$ cat src/rtl/move_pkg.sv
// rtl/move_pkg.sv - shared constants, state type and helpers for move_scheduler
// Purpose: default PS/2 make codes, PS/2 prefix bytes, scheduler state enum,
//          bit positions of the {up,down,left,right} direction vector and the
//          opposing-key resolution helper.
// Ports:   none (package).
package move_pkg;

  localparam logic [7:0] KEY_UP_DEF    = 8'h1D;
  localparam logic [7:0] KEY_DOWN_DEF  = 8'h1B;
  localparam logic [7:0] KEY_LEFT_DEF  = 8'h1C;
  localparam logic [7:0] KEY_RIGHT_DEF = 8'h23;

  localparam logic [7:0] PS2_BREAK = 8'hF0;
  localparam logic [7:0] PS2_EXT   = 8'hE0;

  localparam int DIR_UP    = 3;
  localparam int DIR_DOWN  = 2;
  localparam int DIR_LEFT  = 1;
  localparam int DIR_RIGHT = 0;

  typedef enum logic [1:0] {
    ST_IDLE   = 2'd0,
    ST_FIRST  = 2'd1,
    ST_DELAY  = 2'd2,
    ST_REPEAT = 2'd3
  } state_t;

  // Opposing keys cancel each other; the other axis is unaffected.
  function automatic logic [3:0] resolve_dir(input logic [3:0] h);
    logic [3:0] d;
    d = h;
    if (h[DIR_UP] && h[DIR_DOWN]) begin
      d[DIR_UP]   = 1'b0;
      d[DIR_DOWN] = 1'b0;
    end
    if (h[DIR_LEFT] && h[DIR_RIGHT]) begin
      d[DIR_LEFT]  = 1'b0;
      d[DIR_RIGHT] = 1'b0;
    end
    return d;
  endfunction

endpackage

$ cat src/rtl/key_tracker.sv
// rtl/key_tracker.sv - PS/2 make/break decoder keeping a held-key vector
// Purpose: watches the two-byte keycode history, detects a new byte by
//          comparing with a registered shadow copy, and sets/clears the
//          held bit of the matching direction key.
// Ports:   clk      - system clock
//          rst      - asynchronous reset, active low
//          keycode  - [15:8] previous PS/2 byte, [7:0] latest byte
//          held     - registered {up,down,left,right} held vector
module key_tracker
  import move_pkg::*;
#(
  parameter logic [7:0] KEY_UP    = KEY_UP_DEF,
  parameter logic [7:0] KEY_DOWN  = KEY_DOWN_DEF,
  parameter logic [7:0] KEY_LEFT  = KEY_LEFT_DEF,
  parameter logic [7:0] KEY_RIGHT = KEY_RIGHT_DEF
) (
  input  logic        clk,
  input  logic        rst,
  input  logic [15:0] keycode,
  output logic [3:0]  held
);

  logic [15:0] shadow_q;
  logic [3:0]  hit;
  logic [3:0]  held_d;
  logic        new_byte;
  logic        is_prefix;
  logic        is_break;

  always_comb begin
    hit            = 4'b0000;
    hit[DIR_UP]    = (keycode[7:0] == KEY_UP);
    hit[DIR_DOWN]  = (keycode[7:0] == KEY_DOWN);
    hit[DIR_LEFT]  = (keycode[7:0] == KEY_LEFT);
    hit[DIR_RIGHT] = (keycode[7:0] == KEY_RIGHT);
  end

  assign new_byte  = (keycode != shadow_q);
  assign is_prefix = (keycode[7:0] == PS2_BREAK) || (keycode[7:0] == PS2_EXT);
  assign is_break  = (keycode[15:8] == PS2_BREAK);

  always_comb begin
    held_d = held;
    if (new_byte && !is_prefix) begin
      if (is_break) held_d = held & ~hit;
      else          held_d = held | hit;
    end
  end

  always_ff @(posedge clk or negedge rst) begin
    if (!rst) begin
      shadow_q <= 16'h0000;
      held     <= 4'b0000;
    end else begin
      shadow_q <= keycode;
      held     <= held_d;
    end
  end

endmodule

$ cat src/rtl/move_scheduler.sv
// rtl/move_scheduler.sv - frame-synchronous movement pulse scheduler
// Purpose: resolves held direction keys into an effective direction and
//          issues one-cycle move pulses on frame ticks: first move, an
//          initial repeat delay, then periodic auto-repeat.
// Ports:   clk        - system/pixel clock
//          rst        - asynchronous reset, active low
//          keycode    - [15:8] previous PS/2 byte, [7:0] latest byte
//          frame_tick - one-cycle pulse at start of each frame
//          enable     - gates move pulses only; tracking and timing keep running
//          move_up/move_down/move_left/move_right - one-cycle move pulses
//          held       - registered {up,down,left,right} held vector
module move_scheduler
  import move_pkg::*;
#(
  parameter logic [7:0] KEY_UP        = KEY_UP_DEF,
  parameter logic [7:0] KEY_DOWN      = KEY_DOWN_DEF,
  parameter logic [7:0] KEY_LEFT      = KEY_LEFT_DEF,
  parameter logic [7:0] KEY_RIGHT     = KEY_RIGHT_DEF,
  parameter int         REPEAT_DELAY  = 20,
  parameter int         REPEAT_PERIOD = 4
) (
  input  logic        clk,
  input  logic        rst,
  input  logic [15:0] keycode,
  input  logic        frame_tick,
  input  logic        enable,
  output logic        move_up,
  output logic        move_down,
  output logic        move_left,
  output logic        move_right,
  output logic [3:0]  held
);

  localparam logic [7:0] DELAY_LOAD  = 8'(REPEAT_DELAY - 1);
  localparam logic [7:0] PERIOD_LOAD = 8'(REPEAT_PERIOD - 1);

  state_t     state_q, state_d;
  logic [7:0] cnt_q, cnt_d;
  logic [3:0] dir;
  logic [3:0] dir_q;
  logic       dir_changed;
  logic       fire;
  logic [3:0] pulse_d;
  logic [3:0] pulse_q;

  key_tracker #(
    .KEY_UP   (KEY_UP),
    .KEY_DOWN (KEY_DOWN),
    .KEY_LEFT (KEY_LEFT),
    .KEY_RIGHT(KEY_RIGHT)
  ) u_key_tracker (
    .clk    (clk),
    .rst    (rst),
    .keycode(keycode),
    .held   (held)
  );

  assign dir         = resolve_dir(held);
  assign dir_changed = (dir != dir_q);

  // State, counter, last-seen direction and pulse registers.
  always_ff @(posedge clk or negedge rst) begin
    if (!rst) begin
      state_q <= ST_IDLE;
      cnt_q   <= 8'd0;
      dir_q   <= 4'b0000;
      pulse_q <= 4'b0000;
    end else begin
      state_q <= state_d;
      cnt_q   <= cnt_d;
      dir_q   <= dir;
      pulse_q <= pulse_d;
    end
  end

  // Next state. A direction change wins over a coincident frame tick, so the
  // tick is swallowed and the first move waits for the following tick.
  always_comb begin
    state_d = state_q;
    cnt_d   = cnt_q;
    if (dir_changed) begin
      state_d = (dir == 4'b0000) ? ST_IDLE : ST_FIRST;
    end else if (frame_tick) begin
      case (state_q)
        ST_IDLE: begin
          if (dir != 4'b0000) state_d = ST_FIRST;
        end
        ST_FIRST: begin
          cnt_d   = DELAY_LOAD;
          state_d = ST_DELAY;
        end
        ST_DELAY, ST_REPEAT: begin
          if (cnt_q == 8'd0) begin
            cnt_d   = PERIOD_LOAD;
            state_d = ST_REPEAT;
          end else begin
            cnt_d = cnt_q - 8'd1;
          end
        end
        default: state_d = ST_IDLE;
      endcase
    end
  end

  // Outputs. enable only masks the pulse; the schedule itself keeps running.
  always_comb begin
    fire = 1'b0;
    if (frame_tick && !dir_changed) begin
      case (state_q)
        ST_FIRST:            fire = 1'b1;
        ST_DELAY, ST_REPEAT: fire = (cnt_q == 8'd0);
        default:             fire = 1'b0;
      endcase
    end
    pulse_d = (fire && enable) ? dir : 4'b0000;
  end

  assign move_up    = pulse_q[DIR_UP];
  assign move_down  = pulse_q[DIR_DOWN];
  assign move_left  = pulse_q[DIR_LEFT];
  assign move_right = pulse_q[DIR_RIGHT];

endmodule

$ cat config.mk
export PLATFORM = sky130hd
export DESIGN_NAME = move_scheduler
export DESIGN_NICKNAME = d
export VERILOG_FILES = /design/src/rtl/move_pkg.sv /design/src/rtl/key_tracker.sv /design/src/rtl/move_scheduler.sv
export SDC_FILE = /design/constraint.sdc
export NUM_CORES = 1
export LEC_CHECK = 0
export ABC_AREA = 1
export CORE_MARGIN = 2
export CORE_UTILIZATION = 53
export DETAILED_ROUTE_END_ITERATION = 8
export PLACE_DENSITY_LB_ADDON = 0.25
export SLEW_MARGIN = 20
export SYNTH_ARGS = -nofsm -noshare
export SYNTH_HDL_FRONTEND = slang
export SYNTH_SLANG_ARGS = --single-unit
$ cat constraint.sdc
create_clock -name clk -period 2.25 [get_ports clk]
set_input_delay 0.45 -clock clk [delete_from_list [all_inputs] [get_ports clk]]
set_output_delay 0.45 -clock clk [all_outputs]
set_load 0.005 [all_outputs]
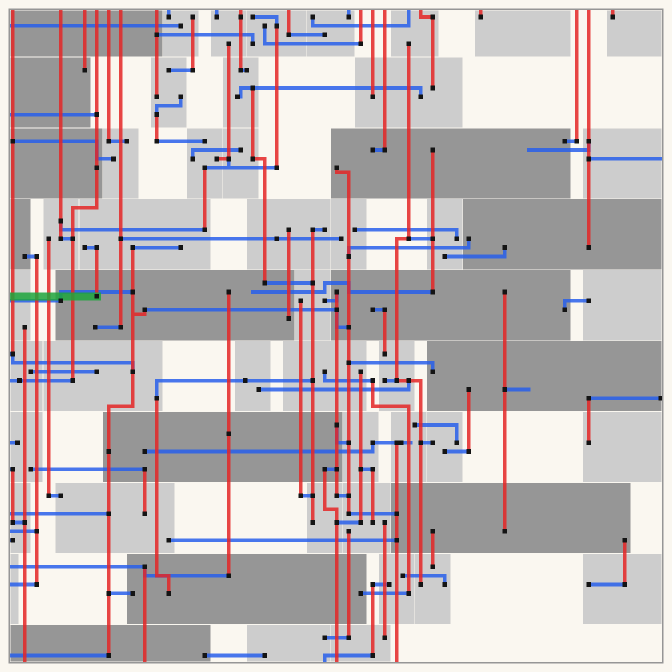
(zoomed window)
Window x 36 to 61, y 4 to 29 um. Cells in grey, sequential cells in the stronger grey; small squares are vias.
Green marks M3. Red marks M2. Blue marks M1.
Sequential cells in the window: 10. Most frequent: dfrtp_1 (10), nand2_1 (9), inv_1 (8). Netlist names of flops here include dir_q (4), pulse_q (4). 50 logic cells have their middle in the window.

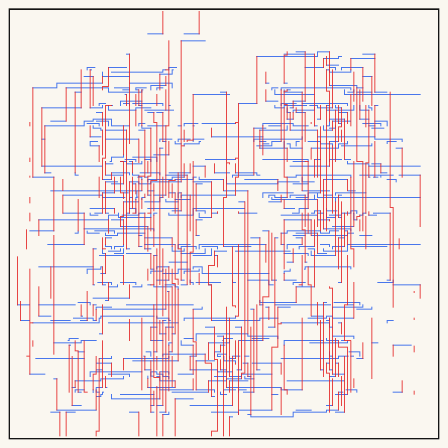
(wiring by layer)
Only two layers are drawn.
Red marks M2, wire length 1880 um. Blue marks M1, wire length 1590 um.
routed vias: 1649
gr usage total: 20.3%
final routed wirelength across all metal layers: 3.68 mm
WL per Instance: 10.8 um

==> notes.md <==
### Synthesis
- distinct lib cells: 21
- tally of yosys warning messages: 0
- area reported by Yosys stat: 1970 um^2
- fraction of synthesized cell area taken by the top area cell type: 48.2%
- count of library flops with an enable pin: 0
- cell area after technology mapping: 1970 um^2
- mean instance size in the synthesized netlist: 7.59 um^2
- number of instances in the synthesized netlist: 260
- #FFs+latches synth: 38
- area leader, netlist: sky130_fd_sc_hd__dfrtp_1

### Placement
- Placed Cells incl. Taps: 334
- cell area after placement: 2290 um^2
- routability cong.: 0.843
- quantity of I/O buffers inserted on ports: 27

### Floorplanning
- chip height: 65.0 um
- total die size: 4230 um^2
- floorplan die width: 65.0 um
- Ports: 28

### Clock network
- postcts setup bufs: 0
- number of buffers between clock root and the deepest sink: 2
- total clock buffers created by CTS: 5
- clock slew seen by the registers of the worst setup and hold paths: 80 ps
- TritonCTS clock tree: done
- total of hold buffers inserted after clock tree synthesis: 0
- CTS root buf: sky130_fd_sc_hd__clkbuf_8
- later-pin clock latency in the skew report: 290 ps

### Critical path
- crit-path max FO: 7
- kind of start point of the critical path: flop
- critical path's largest stage delay: 430 ps
- Req. time, crit path: 2460 ps
- sum of buffers and inverters on the critical path: 2
- end of the critical path: cnt_q[7]$_DFFE_PN0P_
- Worst setup EP type: flop
- Setup Crit Path Kind: flop to flop
- signal arrival time at the worst endpoint: 2060 ps
- Crit-path slowest cell: sky130_fd_sc_hd__dfrtp_1
- cells traversed along the worst timing path: inv_1 > ha_1 > or2_0 > a21oi_1 > nand2_1 > nor2_4 > buf_4 > nand3_1 > o21ai_0
- largest delay contributor family on the critical path: simple AND/OR/NAND/NOR gates

### Route
- tally of nets with antenna violations remaining after routing: 0
- initial drt markers: 93
- via/cell ratio: 4.82
- First-pass DRT Iterations: 4

### Final timing
- slew at the pin closest to its max-slew limit: 814 ps
- worst-case setup margin in the final layout: 406 ps
- final worst-path cycle share: 81.9%
- slew margin rel.: 45.7%
- final-layout worst hold slack: 252 ps
- Max Clock Skew: 9.86 ps
- accumulated negative setup slack: 0 ps
- peak clock frequency supported by timing: 542 MHz
- total count of hold-check failures in the final report: 0
- final setup violation count: 0

### Cells and area
- utilization after layout: 67.4%
- commonest cells after routing, fill and taps aside: 87 x sky130_fd_sc_hd__nand2_1, 43 x sky130_fd_sc_hd__inv_1, 38 x sky130_fd_sc_hd__dfrtp_1, 34 x sky130_fd_sc_hd__nor2_1, 26 x sky130_fd_sc_hd__clkdlybuf4s50_1
- Antenna diodes: 0
- total non-filler cell area in the finished layout: 2430 um^2

### Power and ir drop
- Leakage Power: 1.28 nW
- net switching power: 726 uW
- peak ir drop on the vdd network: 0.461 mV
- P_clk: 709 uW
- power density over the cells: 930 nW/um^2
- fraction of power consumed by sequential logic: 39.9%
- top contributor to total power: registers
- Sequential Power: 902 uW
- power of the combinational group: 650 uW

### GRT
- global-route wire length before repair: 6.69 mm

### Job
- OpenROAD warnings: 29
- maxcap violations: 0

### Status
- status: finished clean

[routing by layer]
metal  track usage (%)  wire (um)
met1              23.4       1590
met4              6.25         48
met2              36.9       1880
met5                 0          0
met3              5.38        160
[cells by family after synthesis]
group,share of synthesized area [%]
buffers and inverters,9.13
AND-OR/OR-AND,2.47
AND/OR/NAND/NOR,32.4
flip-flops,48.2
adder cells (fa/ha/maj),3.80
XOR/XNOR,4.00
[area by class of cell]
type                       instances  area (um^2)  area share, %
clock buffer                       6         82.6           3.40
clock inverter                     2         60.1           2.47
inverter                          43          161           6.64
multi-input combinational        177          842           34.7
sequential                        38          951           39.1
tap                               48         60.1           2.47
timing repair buffer              28          273           11.2
Power figures rest on the tool's default switching activity, not on a simulated workload.
